Figure 1. Sequential cells grouped by signal name (run 1).
Scale bar: 20 µm. Other sequential cells in the stronger grey, the rest of the logic in the fainter grey.
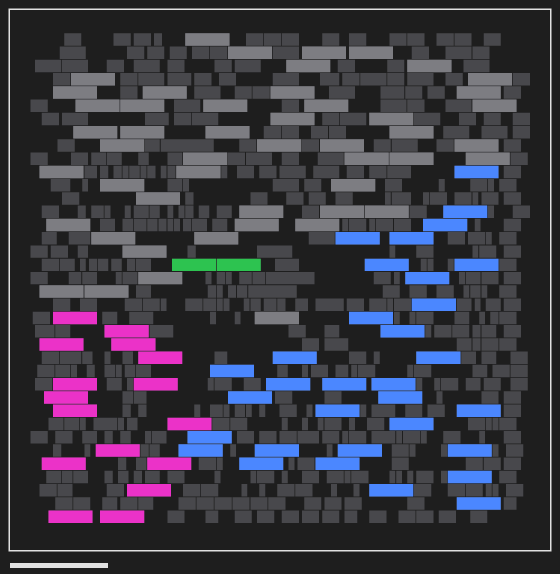
Figure 2. Layout detail (run 1).
Scale bar: 10 µm. Region (15, 15) to (40, 40) µm. Cells in grey, sequential cells in the stronger grey; small squares are vias.
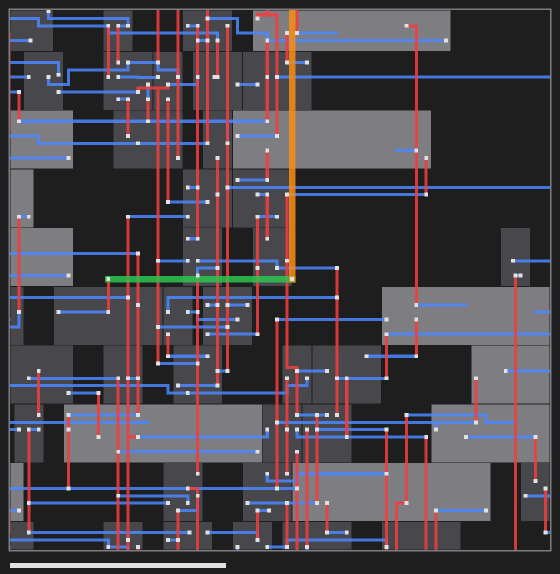
Figure 3. Gate families picked out (run 1).
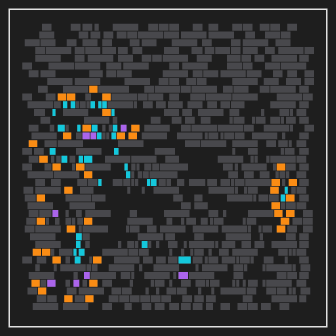
**config.mk**
```make
export PLATFORM = sky130hd
export DESIGN_NAME = if_id_stage_flat
export DESIGN_NICKNAME = d
export VERILOG_FILES = /design/src/rtl/if_id_if.sv /design/src/rtl/if_id_stage.sv /design/src/flat_wrapper.sv
export SDC_FILE = /design/constraint.sdc
export NUM_CORES = 1
export LEC_CHECK = 0
export CORE_MARGIN = 4
export CORE_UTILIZATION = 44
export CTS_CLUSTER_SIZE = 25
export DETAILED_ROUTE_END_ITERATION = 6
export PLACE_DENSITY_LB_ADDON = 0.08
export SLEW_MARGIN = 15
export SYNTH_ARGS = -nofsm -noshare
export SYNTH_HDL_FRONTEND = slang
export SYNTH_SLANG_ARGS = --single-unit
```
**constraint.sdc**
```tcl
create_clock -name clk -period 3.14 [get_ports clk]
set_input_delay 0.471 -clock clk [delete_from_list [all_inputs] [get_ports clk]]
set_output_delay 0.471 -clock clk [all_outputs]
set_load 0.03 [all_outputs]
```
**src/rtl/if_id_if.sv**
```systemverilog
// Handshake/bus bundle between the instruction unit, the IF/ID stage and its neighbours.
// The master side drives fetch/EX-side inputs; the slave side is the IF/ID stage itself.
interface if_id_if #(
   parameter int CNT_W = 16
);
   logic [31:0]      IR_in;
   logic [31:0]      PC_in;
   logic             ext_stall;
   logic             redirect;
   logic             id_ex_mem_rd;
   logic [4:0]       id_ex_rt;
   logic             resume;

   logic [31:0]      IF_ID_IR;
   logic [31:0]      IF_ID_PC;
   logic             IF_ID_valid;
   logic [4:0]       rs_addr;
   logic [4:0]       rt_addr;
   logic             pc_ld;
   logic             ir_ld;
   logic             nop;
   logic             id_bubble;
   logic             halted;
   logic [CNT_W-1:0] stall_cnt;
   logic [CNT_W-1:0] flush_cnt;

   modport master (
      output IR_in, PC_in, ext_stall, redirect, id_ex_mem_rd, id_ex_rt, resume,
      input  IF_ID_IR, IF_ID_PC, IF_ID_valid, rs_addr, rt_addr,
      input  pc_ld, ir_ld, nop, id_bubble, halted, stall_cnt, flush_cnt
   );

   modport slave (
      input  IR_in, PC_in, ext_stall, redirect, id_ex_mem_rd, id_ex_rt, resume,
      output IF_ID_IR, IF_ID_PC, IF_ID_valid, rs_addr, rt_addr,
      output pc_ld, ir_ld, nop, id_bubble, halted, stall_cnt, flush_cnt
   );
endinterface

```
**src/rtl/if_id_stage.sv**
```systemverilog
// IF/ID pipeline register with load-use hazard stall, redirect flush, BREAK halt
// and saturating stall/flush performance counters.
//
// state | meaning
// RUN   | normal fetch/decode flow
// FLUSH | one cycle after a redirect; the squashed slot is loaded as invalid
// HALT  | BREAK retired; front end frozen until resume
module if_id_stage #(
   parameter int          CNT_W     = 16,
   parameter logic [5:0]  BRK_FUNCT = 6'h0D
) (
   input logic    clk,
   input logic    rst,
   if_id_if.slave bus
);

   typedef enum logic [1:0] {
      ST_RUN   = 2'd0,
      ST_FLUSH = 2'd1,
      ST_HALT  = 2'd2
   } state_t;

   state_t           r_state;
   logic [31:0]      r_ir;
   logic [31:0]      r_pc;
   logic             r_valid;
   logic [CNT_W-1:0] r_stall_cnt;
   logic [CNT_W-1:0] r_flush_cnt;

   logic             w_hazard;
   logic             w_brk;
   logic             w_pc_ld;
   logic             w_ir_ld;
   logic             w_nop;
   logic             w_bubble;
   logic             w_halted;

   assign w_hazard = bus.id_ex_mem_rd && (bus.id_ex_rt != 5'd0) && r_valid &&
                     ((bus.id_ex_rt == r_ir[25:21]) || (bus.id_ex_rt == r_ir[20:16]));
   assign w_brk    = r_valid && (r_ir[31:26] == 6'd0) && (r_ir[5:0] == BRK_FUNCT);

   always_comb begin
      w_pc_ld  = 1'b1;
      w_ir_ld  = 1'b1;
      w_nop    = 1'b0;
      w_bubble = 1'b0;
      w_halted = 1'b0;
      case (r_state)
         ST_HALT: begin
            // on resume the front end advances together with the IF/ID load
            w_pc_ld  = bus.resume;
            w_ir_ld  = bus.resume;
            w_bubble = 1'b1;
            w_halted = 1'b1;
         end
         default: begin
            if (bus.redirect) begin
               w_nop    = 1'b1;
               w_bubble = 1'b1;
            end else if (bus.ext_stall || w_hazard) begin
               w_pc_ld  = 1'b0;
               w_ir_ld  = 1'b0;
               w_bubble = 1'b1;
            end else if (w_brk) begin
               w_pc_ld  = 1'b0;
               w_ir_ld  = 1'b0;
            end
         end
      endcase
   end

   always_ff @(posedge clk or negedge rst) begin
      if (!rst) begin
         r_state     <= ST_RUN;
         r_ir        <= '0;
         r_pc        <= '0;
         r_valid     <= 1'b0;
         r_stall_cnt <= '0;
         r_flush_cnt <= '0;
      end else begin
         case (r_state)
            ST_HALT: begin
               if (bus.resume) begin
                  r_ir    <= bus.IR_in;
                  r_pc    <= bus.PC_in;
                  r_valid <= 1'b1;
                  r_state <= ST_RUN;
               end
            end
            default: begin
               if (bus.redirect) begin
                  r_ir    <= '0;
                  r_valid <= 1'b0;
                  r_state <= ST_FLUSH;
                  if (r_flush_cnt != '1) r_flush_cnt <= r_flush_cnt + 1'b1;
               end else if (bus.ext_stall || w_hazard) begin
                  if (r_stall_cnt != '1) r_stall_cnt <= r_stall_cnt + 1'b1;
               end else if (w_brk) begin
                  r_valid <= 1'b0;
                  r_state <= ST_HALT;
               end else begin
                  // the slot fetched during FLUSH is the nop the IU was forced to
                  r_ir    <= bus.IR_in;
                  r_pc    <= bus.PC_in;
                  r_valid <= (r_state == ST_RUN);
                  r_state <= ST_RUN;
               end
            end
         endcase
      end
   end

   assign bus.IF_ID_IR    = r_ir;
   assign bus.IF_ID_PC    = r_pc;
   assign bus.IF_ID_valid = r_valid;
   assign bus.rs_addr     = r_ir[25:21];
   assign bus.rt_addr     = r_ir[20:16];
   assign bus.pc_ld       = w_pc_ld;
   assign bus.ir_ld       = w_ir_ld;
   assign bus.nop         = w_nop;
   assign bus.id_bubble   = w_bubble;
   assign bus.halted      = w_halted;
   assign bus.stall_cnt   = r_stall_cnt;
   assign bus.flush_cnt   = r_flush_cnt;

endmodule

```
**src/flat_wrapper.sv**
```systemverilog
// flat-port wrapper written by rule: the top's interface ports become plain ports
module if_id_stage_flat 
#(
   parameter int          CNT_W     = 16,
   parameter logic [5:0]  BRK_FUNCT = 6'h0D
)
  (clk, rst, bus_IR_in, bus_PC_in, bus_ext_stall, bus_redirect, bus_id_ex_mem_rd, bus_id_ex_rt, bus_resume, bus_IF_ID_IR, bus_IF_ID_PC, bus_IF_ID_valid, bus_rs_addr, bus_rt_addr, bus_pc_ld, bus_ir_ld, bus_nop, bus_id_bubble, bus_halted, bus_stall_cnt, bus_flush_cnt);
  if_id_if #(.CNT_W(CNT_W)) bus_i ();
  input logic clk;
  input logic rst;
  input wire logic [$bits(bus_i.IR_in)-1:0] bus_IR_in;
  input wire logic [$bits(bus_i.PC_in)-1:0] bus_PC_in;
  input wire logic [$bits(bus_i.ext_stall)-1:0] bus_ext_stall;
  input wire logic [$bits(bus_i.redirect)-1:0] bus_redirect;
  input wire logic [$bits(bus_i.id_ex_mem_rd)-1:0] bus_id_ex_mem_rd;
  input wire logic [$bits(bus_i.id_ex_rt)-1:0] bus_id_ex_rt;
  input wire logic [$bits(bus_i.resume)-1:0] bus_resume;
  output wire logic [$bits(bus_i.IF_ID_IR)-1:0] bus_IF_ID_IR;
  output wire logic [$bits(bus_i.IF_ID_PC)-1:0] bus_IF_ID_PC;
  output wire logic [$bits(bus_i.IF_ID_valid)-1:0] bus_IF_ID_valid;
  output wire logic [$bits(bus_i.rs_addr)-1:0] bus_rs_addr;
  output wire logic [$bits(bus_i.rt_addr)-1:0] bus_rt_addr;
  output wire logic [$bits(bus_i.pc_ld)-1:0] bus_pc_ld;
  output wire logic [$bits(bus_i.ir_ld)-1:0] bus_ir_ld;
  output wire logic [$bits(bus_i.nop)-1:0] bus_nop;
  output wire logic [$bits(bus_i.id_bubble)-1:0] bus_id_bubble;
  output wire logic [$bits(bus_i.halted)-1:0] bus_halted;
  output wire logic [$bits(bus_i.stall_cnt)-1:0] bus_stall_cnt;
  output wire logic [$bits(bus_i.flush_cnt)-1:0] bus_flush_cnt;
  assign bus_i.IR_in = bus_IR_in;
  assign bus_i.PC_in = bus_PC_in;
  assign bus_i.ext_stall = bus_ext_stall;
  assign bus_i.redirect = bus_redirect;
  assign bus_i.id_ex_mem_rd = bus_id_ex_mem_rd;
  assign bus_i.id_ex_rt = bus_id_ex_rt;
  assign bus_i.resume = bus_resume;
  assign bus_IF_ID_IR = bus_i.IF_ID_IR;
  assign bus_IF_ID_PC = bus_i.IF_ID_PC;
  assign bus_IF_ID_valid = bus_i.IF_ID_valid;
  assign bus_rs_addr = bus_i.rs_addr;
  assign bus_rt_addr = bus_i.rt_addr;
  assign bus_pc_ld = bus_i.pc_ld;
  assign bus_ir_ld = bus_i.ir_ld;
  assign bus_nop = bus_i.nop;
  assign bus_id_bubble = bus_i.id_bubble;
  assign bus_halted = bus_i.halted;
  assign bus_stall_cnt = bus_i.stall_cnt;
  assign bus_flush_cnt = bus_i.flush_cnt;
  if_id_stage #(.CNT_W(CNT_W), .BRK_FUNCT(BRK_FUNCT)) u_core (.clk(clk), .rst(rst), .bus(bus_i));
endmodule
```
==> results.ini, run 1 <==
[run_status]
run_status = completed

[worst_setup_path]
reg2reg_slack_ns = 0.68
startpoint = u_core.bus.IF_ID_IR[30]
crit_path_max_incr_delay_ns = 0.54
cp.depth = 6
path_buffers = 1
crit_family = simple AND/OR/NAND/NOR gates
reg2reg_to = u_core.bus.IF_ID_PC[31]
arrival_ns = 2.40
worstSetupPathType = flip-flop to primary output
r2r-start = u_core.bus.IF_ID_IR[30]
crit_chain = or4b_1, nor4_2, nand4_1, nor2b_1, o2bb2ai_4, buf_4

[clocking]
clock_sinks = 99
path_clk_slew_ns = 0.09
postCtsHoldBufs = 0
post_cts.repair.setup_buffers = 0
cts-resized-gates = 0
clk_latency_ns = 0.37
h-tree-depth = 3
cts_buffers = 9

[pwr]
power_frac_comb_pct = 37.9
ir_drop_mv = 0.4827
pwr_density_cell_mw_per_mm2 = 603.4
clkPwrFrac_pct = 20.7
pg_clk_uw = 848
power.group.top = registers
comb-power_uw = 1550
p_switching_uw = 1449
switching_share_pct = 35.46

[layout]
syn2layout_area_growth_pct = 45.81
lay_top_cells = clkdlybuf4s50_1, dfrtp_1, nand2_1
finalNetCount = 652

[synthesis]
yosys-stat-area_mm2 = 0.004646
syn_area_per_cell_um2 = 11.82
aoi_share_pct = 2.586
ys_sh_adder_pct = 0.5386
synth_seq_share_pct = 53.33
synth.area.mux_share_pct = 17.56
synthXorXnorAreaFrac_pct = 7.353
simple_gate_share_pct = 11.82
synth_area_mm2 = 0.004646
fp_nets = 470
ys_ff = 99
synth.logic.top_family = multiplexers
ys_cells = 393

[place]
place_congestion = 0.7970
portBuffers = 186

[global_route]
grt_pass1_vias = 3554
grt.total_usage_pct = 18.79
gr-max-usage-layer = met2
use_met2_pct = 30.18
grt.met1_usage_pct = 24.52
grt_start_max_net_pins = 75
grt_remaining_overflow = 0

[final_timing]
maxClockFrequency_mhz = 348.5
finalClockPeriodUsage_pct = 91.38
finClkSkew_ns = 0.01697
fin_crit_ns = 2.869
rsz0062_at_grt = no
hold_viol_final = 0

[route]
met3_length_um = 665
highest_layer = met4
drt_iter0_drc = 177
route.met2.wl_mm = 5.563
m1WireLength_mm = 5.028
drc_errors = 0
wire_per_inst_um = 15.96
wl_mm = 11.43
routed-via-count = 3495

[floorplanning]
num_rows = 37
die_h_um = 110.8
dieWidth_um = 110.8
io_pins = 187

[min_path]
hp-class = input pin to async pin

-- Figure 1 (at the start) --
- magenta: `u_core.bus.flush_cnt` (flops 16)
- blue: `u_core.bus.IF_ID_IR` (flops 32)
- green: `u_core.r_state` (flops 2)
sequential share of cell area: 36.57%
sequential power: 1690 µW

-- Figure 2 (at the start) --
- red: met2
- orange: met4
- blue: met1
- green: met3
- netlist names of flops here include: `u_core.bus.flush_cnt` (5), `u_core.bus.IF_ID_IR` (1)
- most frequent: dfrtp_1 (6), nand2_1 (5)
- sequential cells in the window: 6
- cells with their middle in the window: 34

-- Figure 3 (at the start) --
- cyan: NOR gates (cells 32)
- purple: AND and OR gates (cells 8)
- orange: XOR/XNOR gates (cells 39)
combinational share of cell area: 27.34%
most frequent logic cell in the layout: clkdlybuf4s50_1
Final Instance Count excl. Fillers: 716

## run 1: stage by stage
| step | utilization (%) | worst slack [ns] | cells | hold WS, ns | instance area, µm² |
|---|---|---|---|---|---|
| after global routing | 65.62 | 0.1304 | 716 | 0.3012 | 6774 |
| after CTS | 65.62 | 0.2238 | 716 | 0.2631 | 6774 |
| after detailed placement | 63.64 | 0.2626 | 700 | 0.4852 | 6570 |
| after global placement | 63.64 | 0.2957 | 700 | 0.4780 | 6570 |
| after floorplan | - | 0.5331 | 393 | 0.1754 | 4646 |
| final | 65.62 | 0.2708 | 716 | 0.2329 | 6774 |
## run 1: cell type report
type	instances	area [µm²]	area share, %
clock buffer	12	155.1	2.290
clock inverter	4	48.80	0.7204
inverter	37	138.9	2.050
multi-input combinational	233	1852	27.34
sequential	99	2477	36.57
tap	136	170.2	2.512
timing repair buffer	195	1932	28.52
## run 1: synth_stat cells
cell type	count	area (µm²)
a21oi_1	2	10.01
a31oi_1	1	6.260
a32oi_4	1	27.53
a41oi_2	1	16.27
and3_1	5	31.28
and4_1	1	8.760
buf_2	1	5.000
buf_4	11	82.58
buf_6	6	67.56
clkbuf_1	6	22.52
dfrtp_1	99	2477
ha_1	2	25.02
inv_1	37	138.9
mux2_2	4	45.04
mux2_4	30	450.4
mux2i_1	32	320.3
nand2_1	54	202.7
nand2b_1	2	12.51
nand3_1	12	60.06
nand4_1	7	43.79
nor2_1	9	33.78
nor2b_1	1	6.260
nor3_1	12	60.06
nor3b_1	1	7.510
nor4_1	7	43.79
nor4_2	1	12.51
nor4b_1	1	8.760
o21a_1	2	15.01
o21ai_0	1	5.000
o22ai_1	2	12.51
o2bb2ai_4	1	27.53
or4_1	1	7.510
or4b_1	1	10.01
xnor2_1	23	201.4
xor2_1	16	140.1
Figure 4. Port wiring (run 1).
Scale bar: 20 µm.
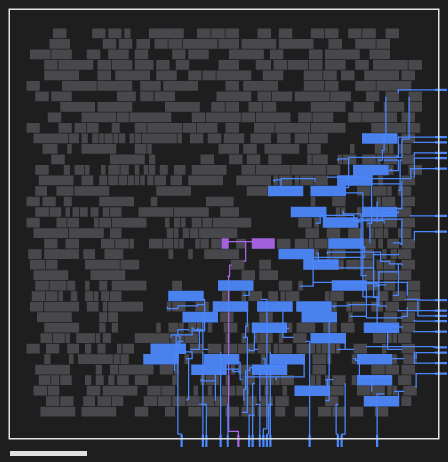

==> inputs of run 2 (changes only) <==
- PLACE_DENSITY: unset -> 0.93
- PLACE_DENSITY_LB_ADDON: 0.08 -> unset
Figure 5. Port wiring (run 2).
Scale bar: 20 µm.
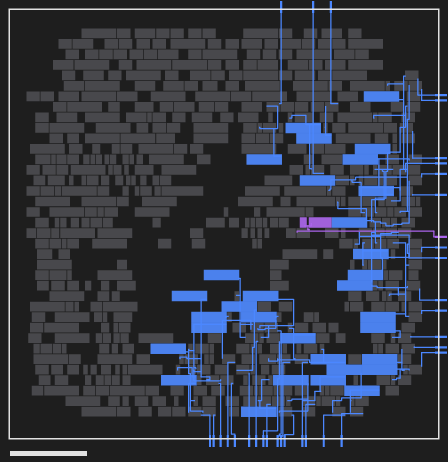
- blue: `bus_IF_ID_IR` (bits 32; direction output; end cells 32; wire 1220 µm)
- purple: `bus_ext_stall` (bits 1; direction input; end cells 2; wire 41.9 µm)
Port Buffers: 186
io pins: 187

Figure 6. Routing congestion map (run 2).
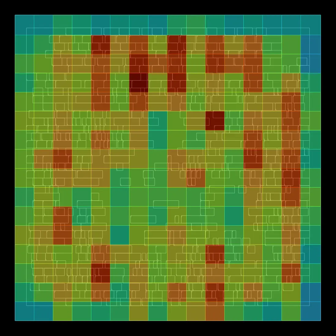
met1 Use GR: 24.21%
met2 GRT Util: 35.84%

==> results.ini, run 2 <==
[synthesis]
top_cells_by_count = dfrtp_1, nand2_1, inv_1  ; unchanged
edf_count = 0  ; unchanged
synth_top_area_share_pct = 53.33  ; unchanged
yosysTopAreaCell = dfrtp_1  ; unchanged
fp_nets = 470  ; unchanged
synthArstFlopShare_pct = 100.0  ; unchanged
yosys-stat-area_mm2 = 0.004646  ; unchanged
synth_area_mm2 = 0.004646  ; unchanged
ys_cells = 393  ; unchanged
syn_area_per_cell_um2 = 11.82  ; unchanged
topCellsByArea = dfrtp_1, mux2_4, mux2i_1  ; unchanged
ys_ff = 99  ; unchanged
top_cell = dfrtp_1  ; unchanged

[clocking]
h-tree-depth = 3  ; unchanged
cts_buffers = 9  ; unchanged
postCtsHoldBufs = 0  ; unchanged

[layout]
lay_top_cells = clkdlybuf4s50_1, dfrtp_1, nand2_1  ; unchanged
final_common_cell = clkdlybuf4s50_1  ; unchanged
finalNetCount = 652  ; unchanged
fin_util_pct = 65.83  ; was 65.62%

[min_path]
hp-class = input pin to async pin  ; unchanged

[worst_setup_path]
r2r-start = u_core.bus.IF_ID_IR[30]  ; unchanged
reg2reg_to = u_core.bus.IF_ID_PC[0]  ; was u_core.bus.IF_ID_PC[31]
crit_family = simple AND/OR/NAND/NOR gates  ; unchanged
arrival_ns = 2.43  ; was 2.40 ns
worstSetupPathType = flip-flop to primary output  ; unchanged
crit_path_max_incr_delay_ns = 0.54  ; about the same

[global_route]
grt_remaining_overflow = 0  ; unchanged
grt_pass1_vias = 3866  ; was 3554

[place]
placedCellCount = 700  ; unchanged

[final_timing]
finalClockPeriodUsage_pct = 92.28  ; was 91.38%
maxClockFrequency_mhz = 345.1  ; was 348.5 MHz
holdWs_ns = 0.2539  ; was 0.2329 ns
hold_viol_final = 0  ; unchanged

[run_status]
run_status = completed  ; unchanged

[floorplanning]
num_rows = 37  ; unchanged
dieWidth_um = 110.8  ; unchanged

[pwr]
pwr_density_cell_mw_per_mm2 = 613.1  ; was 603.4 mW/mm²

[route]
wl_mm = 12.22  ; was 11.43 mm
routed-via-count = 3569  ; was 3495

Figure 7. Layout detail (run 2).
Scale bar: 10 µm. Region (15, 15) to (40, 40) µm. Cells in grey, sequential cells in the stronger grey; small squares are vias.
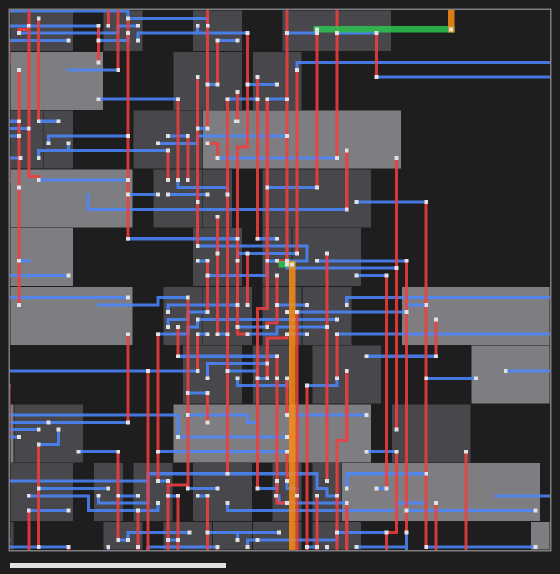
- orange: met4
- green: met3
- red: met2
- blue: met1
- most frequent: xnor2_1 (6), dfrtp_1 (6), nand2_1 (5)
- sequential cells in the window: 6
- cells with their middle in the window: 36
- netlist names of flops here include: `u_core.bus.flush_cnt` (6)

## run 2: how the worst min path moves through the flow
stage | to | slack [ns]
2_1_floorplan | u_core.bus.IF_ID_IR[0] | 0.18
3_3_place_gp | u_core.bus.stall_cnt[14] | 0.48
3_5_place_dp | u_core.bus.stall_cnt[14] | 0.48
4_1_cts | u_core.bus.flush_cnt[11] | 0.28
5_1_grt | u_core.bus.flush_cnt[14] | 0.32
6_report | u_core.bus.flush_cnt[13] | 0.25
## run 2: area by class of cell
type	count	area (µm²)
Fill cell	809	3527
Sequential cell	99	2477
Timing Repair Buffer	195	1932
Multi-Input combinational cell	233	1852
Tap cell	136	170.2
Inverter	37	138.9
Clock buffer	10	137.6
Clock inverter	6	88.84
## run 2: through the flow
step | area (µm²) | setup slack (ns)
6_report | 6797 | 0.2424
5_1_grt | 6797 | 0.1062
4_1_cts | 6797 | 0.1992
2_1_floorplan | 4646 | 0.5331
3_3_place_gp | 6570 | 0.3441
3_5_place_dp | 6570 | 0.3038
## run 2: routing by layer
metal | global-route usage [%] | wire length (µm)
met5 | 0 | 0
met1 | 24.21 | 4925
met3 | 5.513 | 748
met2 | 35.84 | 6325
met4 | 6.158 | 223
## run 2: kinds of logic after synthesis
kind of cell	share of synthesized area [%]
AND/OR/NAND/NOR	11.82
flip-flops	53.33
multiplexers	17.56
buffers and inverters	6.814
XOR/XNOR	7.352
AND-OR/OR-AND	2.586
adder cells (fa/ha/maj)	0.5386
## run 2: worst reg2reg max path, cell delays in order, from the launching register on
cell and delay, ns:
dfrtp_1 0.40, or4b_1 0.54, nor4_2 0.15, nand4_1 0.26, a32oi_4 0.33, buf_12 0.28
mux2_2 0.38
## run 2: power breakdown
part / switching (µW) / internal [µW] / total, µW
sequential: 208 / 1490 / 1700
clock: 443 / 471 / 913
combinational: 820 / 735 / 1560
Figure 8. Sequential cells grouped by signal name (run 2).
Scale bar: 20 µm. Other sequential cells in the stronger grey, the rest of the logic in the fainter grey.
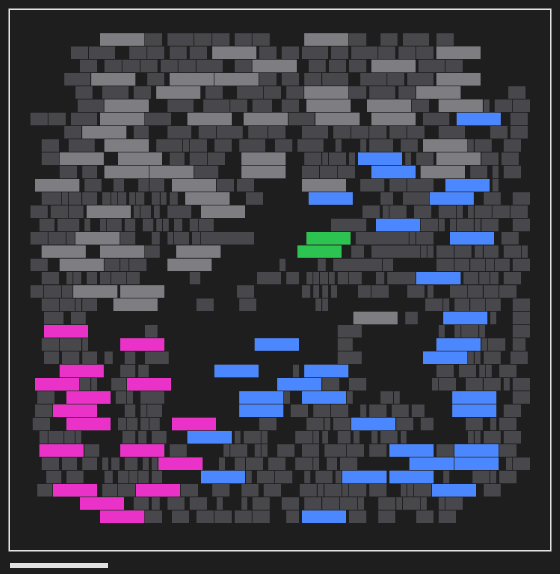

==> inputs of run 3 (changes only) <==
- CELL_PAD_IN_SITES_DETAIL_PLACEMENT: unset -> 1
- CELL_PAD_IN_SITES_GLOBAL_PLACEMENT: unset -> 2
- CORE_ASPECT_RATIO: unset -> 1.2
- CORE_UTILIZATION: 44 -> 27
Figure 9. Sequential cells grouped by signal name (run 3).
Scale bar: 50 µm. Other sequential cells in the stronger grey, the rest of the logic in the fainter grey.
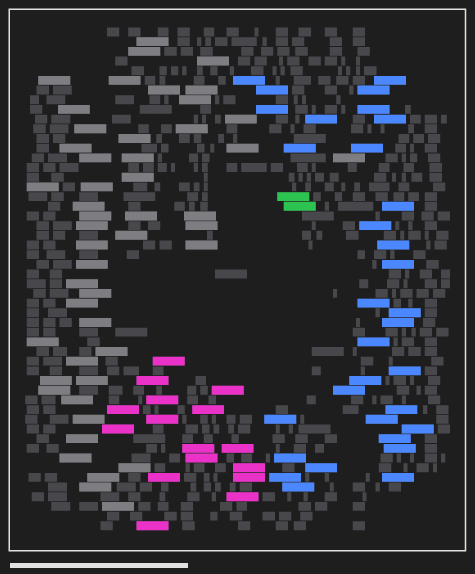
- blue: `u_core.bus.IF_ID_IR` (flops 32)
- green: `u_core.r_state` (flops 2)
- magenta: `u_core.bus.flush_cnt` (flops 16)
- not coloured: 49
Storage cell area: 0.002477 mm²
sequential share of cell area: 35.67%
sequential power: 1710 µW

Figure 10. Gate families picked out (run 3).
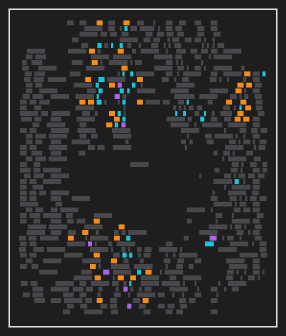
- orange: XOR/XNOR gates (cells 39)
- purple: AND and OR gates (cells 8)
- cyan: NOR gates (cells 32)
Final Instance Count excl. Fillers: 793
combinational share of cell area: 26.66%

Figure 11. Port wiring (run 3).
Scale bar: 50 µm.
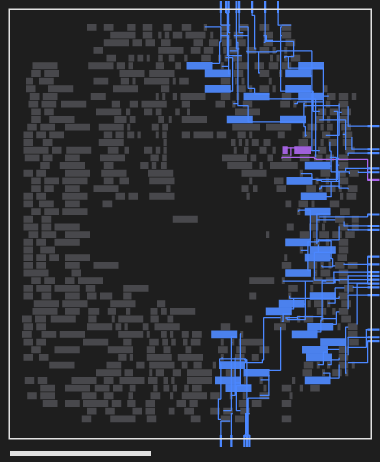
- purple: `bus_ext_stall` (bits 1; direction input; end cells 2; wire 46.5 µm)
- blue: `bus_IF_ID_IR` (bits 32; direction output; end cells 32; wire 1420 µm)

==> results.ini, run 3 <==
[worst_setup_path]
worst-r2r-cell-count = 6  ; unchanged
cp.depth = 6  ; unchanged
worstSetupPathType = flip-flop to primary output  ; unchanged
path_buffers = 1  ; unchanged
startpoint = u_core.bus.IF_ID_IR[30]  ; unchanged
crit_path_max_incr_delay_ns = 0.54  ; about the same
r2r-start = u_core.bus.IF_ID_IR[30]  ; unchanged
reg2reg_slack_ns = 0.59  ; was 0.68 ns
arrival_ns = 2.35  ; was 2.43 ns
reg2reg_to = u_core.bus.IF_ID_PC[31]  ; was u_core.bus.IF_ID_PC[0]
crit_family = simple AND/OR/NAND/NOR gates  ; unchanged
endpoint = bus_pc_ld  ; was bus_ir_ld
crit_chain = or4b_1, nor4_2, nand4_1, nor2b_1, o2bb2ai_4, buf_4  ; unchanged
end_kind = primary output  ; unchanged

[clocking]
cts_tree = yes  ; unchanged
cts_buffers = 9  ; unchanged
post_cts.repair.setup_buffers = 0  ; unchanged
postCtsHoldBufs = 0  ; unchanged
clk_latency_ns = 0.34  ; was 0.35 ns
h-tree-depth = 3  ; unchanged
path_clk_slew_ns = 0.06  ; was 0.09 ns
clock_sinks = 99  ; unchanged
cts-resized-gates = 0  ; unchanged

[floorplanning]
io_pins = 187  ; unchanged
num_rows = 52  ; was 37
die_h_um = 151.7  ; was 110.8 µm
dieWidth_um = 127.7  ; was 110.8 µm

[synthesis]
synth_seq_share_pct = 53.33  ; unchanged
topCellsByArea = dfrtp_1, mux2_4, mux2i_1  ; unchanged
yosys-stat-area_mm2 = 0.004646  ; unchanged
edf_count = 0  ; unchanged
synthArstFlopShare_pct = 100.0  ; unchanged
ys_ff = 99  ; unchanged
top_cells_by_count = dfrtp_1, nand2_1, inv_1  ; unchanged
yosysTopAreaCell = dfrtp_1  ; unchanged
flop_cell = dfrtp_1  ; unchanged
synth_area_mm2 = 0.004646  ; unchanged
fp_nets = 470  ; unchanged
syn_area_per_cell_um2 = 11.82  ; unchanged
ys_cells = 393  ; unchanged
top_cell = dfrtp_1  ; unchanged
synth_top_area_share_pct = 53.33  ; unchanged

[final_timing]
rsz0062_at_grt = no  ; unchanged
fin_crit_ns = 2.816  ; was 2.898 ns
maxClockFrequency_mhz = 355.1  ; was 345.1 MHz
finalMaxSlewViolations = 0  ; unchanged
finalClockPeriodUsage_pct = 89.69  ; was 92.28%
hold_viol_final = 0  ; unchanged
setup_violations = 0  ; unchanged
finClkSkew_ns = 0.005874  ; was 0.008173 ns

[route]
avgViaCountPerCell = 4.493  ; was 4.985
drt_iter0_drc = 88  ; was 153
wire_per_inst_um = 17.52  ; was 17.07 µm
routed-via-count = 3563  ; was 3569
drc_errors = 0  ; unchanged
wl_mm = 13.89  ; was 12.22 mm

[min_path]
hp-class = input pin to async pin  ; unchanged

[global_route]
grt_remaining_overflow = 0  ; unchanged
grt_start_max_net_pins = 46  ; was 75
grt_pass1_vias = 4179  ; was 3866
antenna_found_initial = 0  ; unchanged
grt.total_usage_pct = 14.47  ; was 20.34%

[place]
place_congestion = 0.8394  ; was 0.9034
portBuffers = 186  ; unchanged
placedCellCount = 781  ; was 700

[pwr]
pwr_density_cell_mw_per_mm2 = 619.1  ; was 613.1 mW/mm²
ir_drop_mv = 0.2801  ; was 0.5699 mV

[layout]
finalNetCount = 653  ; was 652
fin_util_pct = 41.06  ; was 65.83%
final_common_cell = clkdlybuf4s50_1  ; unchanged
final.fill_count = 1846  ; was 809
lay_top_cells = clkdlybuf4s50_1, dfrtp_1, nand2_1  ; unchanged
syn2layout_area_growth_pct = 49.50  ; was 46.30%

[run_status]
run_status = completed  ; unchanged

## run 3: per-stage QoR
| stage | instance area [µm²] | total power [µW] | worst slack [ns] | hold WS (ns) |
|---|---|---|---|---|
| finish | 6945 | 4300 | 0.3237 | 0.1200 |
| global route | 6945 | 4537 | 0.1521 | 0.1659 |
| CTS | 6945 | 4381 | 0.2418 | 0.1370 |
| detailed placement | 6690 | 3334 | 0.2619 | 0.4989 |
| global placement | 6690 | 3279 | 0.3916 | 0.4773 |
| floorplan | 4646 | 2586 | 0.5331 | 0.1754 |
## run 3: final cells by class
| type | count | area [µm²] | area share, % |
|---|---|---|---|
| sequential | 99 | 2477 | 35.67 |
| clock buffer | 10 | 239.0 | 3.441 |
| inverter | 37 | 138.9 | 2.000 |
| timing repair buffer | 196 | 1952 | 28.10 |
| multi-input combinational | 233 | 1852 | 26.66 |
| clock inverter | 2 | 16.27 | 0.2342 |
| tap | 216 | 270.3 | 3.891 |
## run 3: cells by family after synthesis
logic type,Yosys count,synth area share (%)
flip-flops,99,53.33
buffers and inverters,61,6.814
XOR/XNOR,39,7.352
AND/OR/NAND/NOR,115,11.82
adder cells (fa/ha/maj),2,0.5386
AND-OR/OR-AND,11,2.586
multiplexers,66,17.56
## run 3: where the power goes
part | switching (µW) | internal [µW] | total, µW | leakage, µW
Combinational | 850 | 739 | 1590 | 0.00182
Clock | 458 | 542 | 1000 | 0.000122
Sequential | 217 | 1490 | 1710 | 0.00124
## run 3: metal layers
metal / vias up / part of all wire, % / global-route usage [%]
met1: 1762 / 38 / 15.72
met5: - / 0 / 0
met3: 15 / 8.0 / 5.330
met4: 0 / 1.7 / 4.936
met2: 128 / 52 / 25.94
li1: 1658 / - / -
Power and IR drop assume default switching activity.
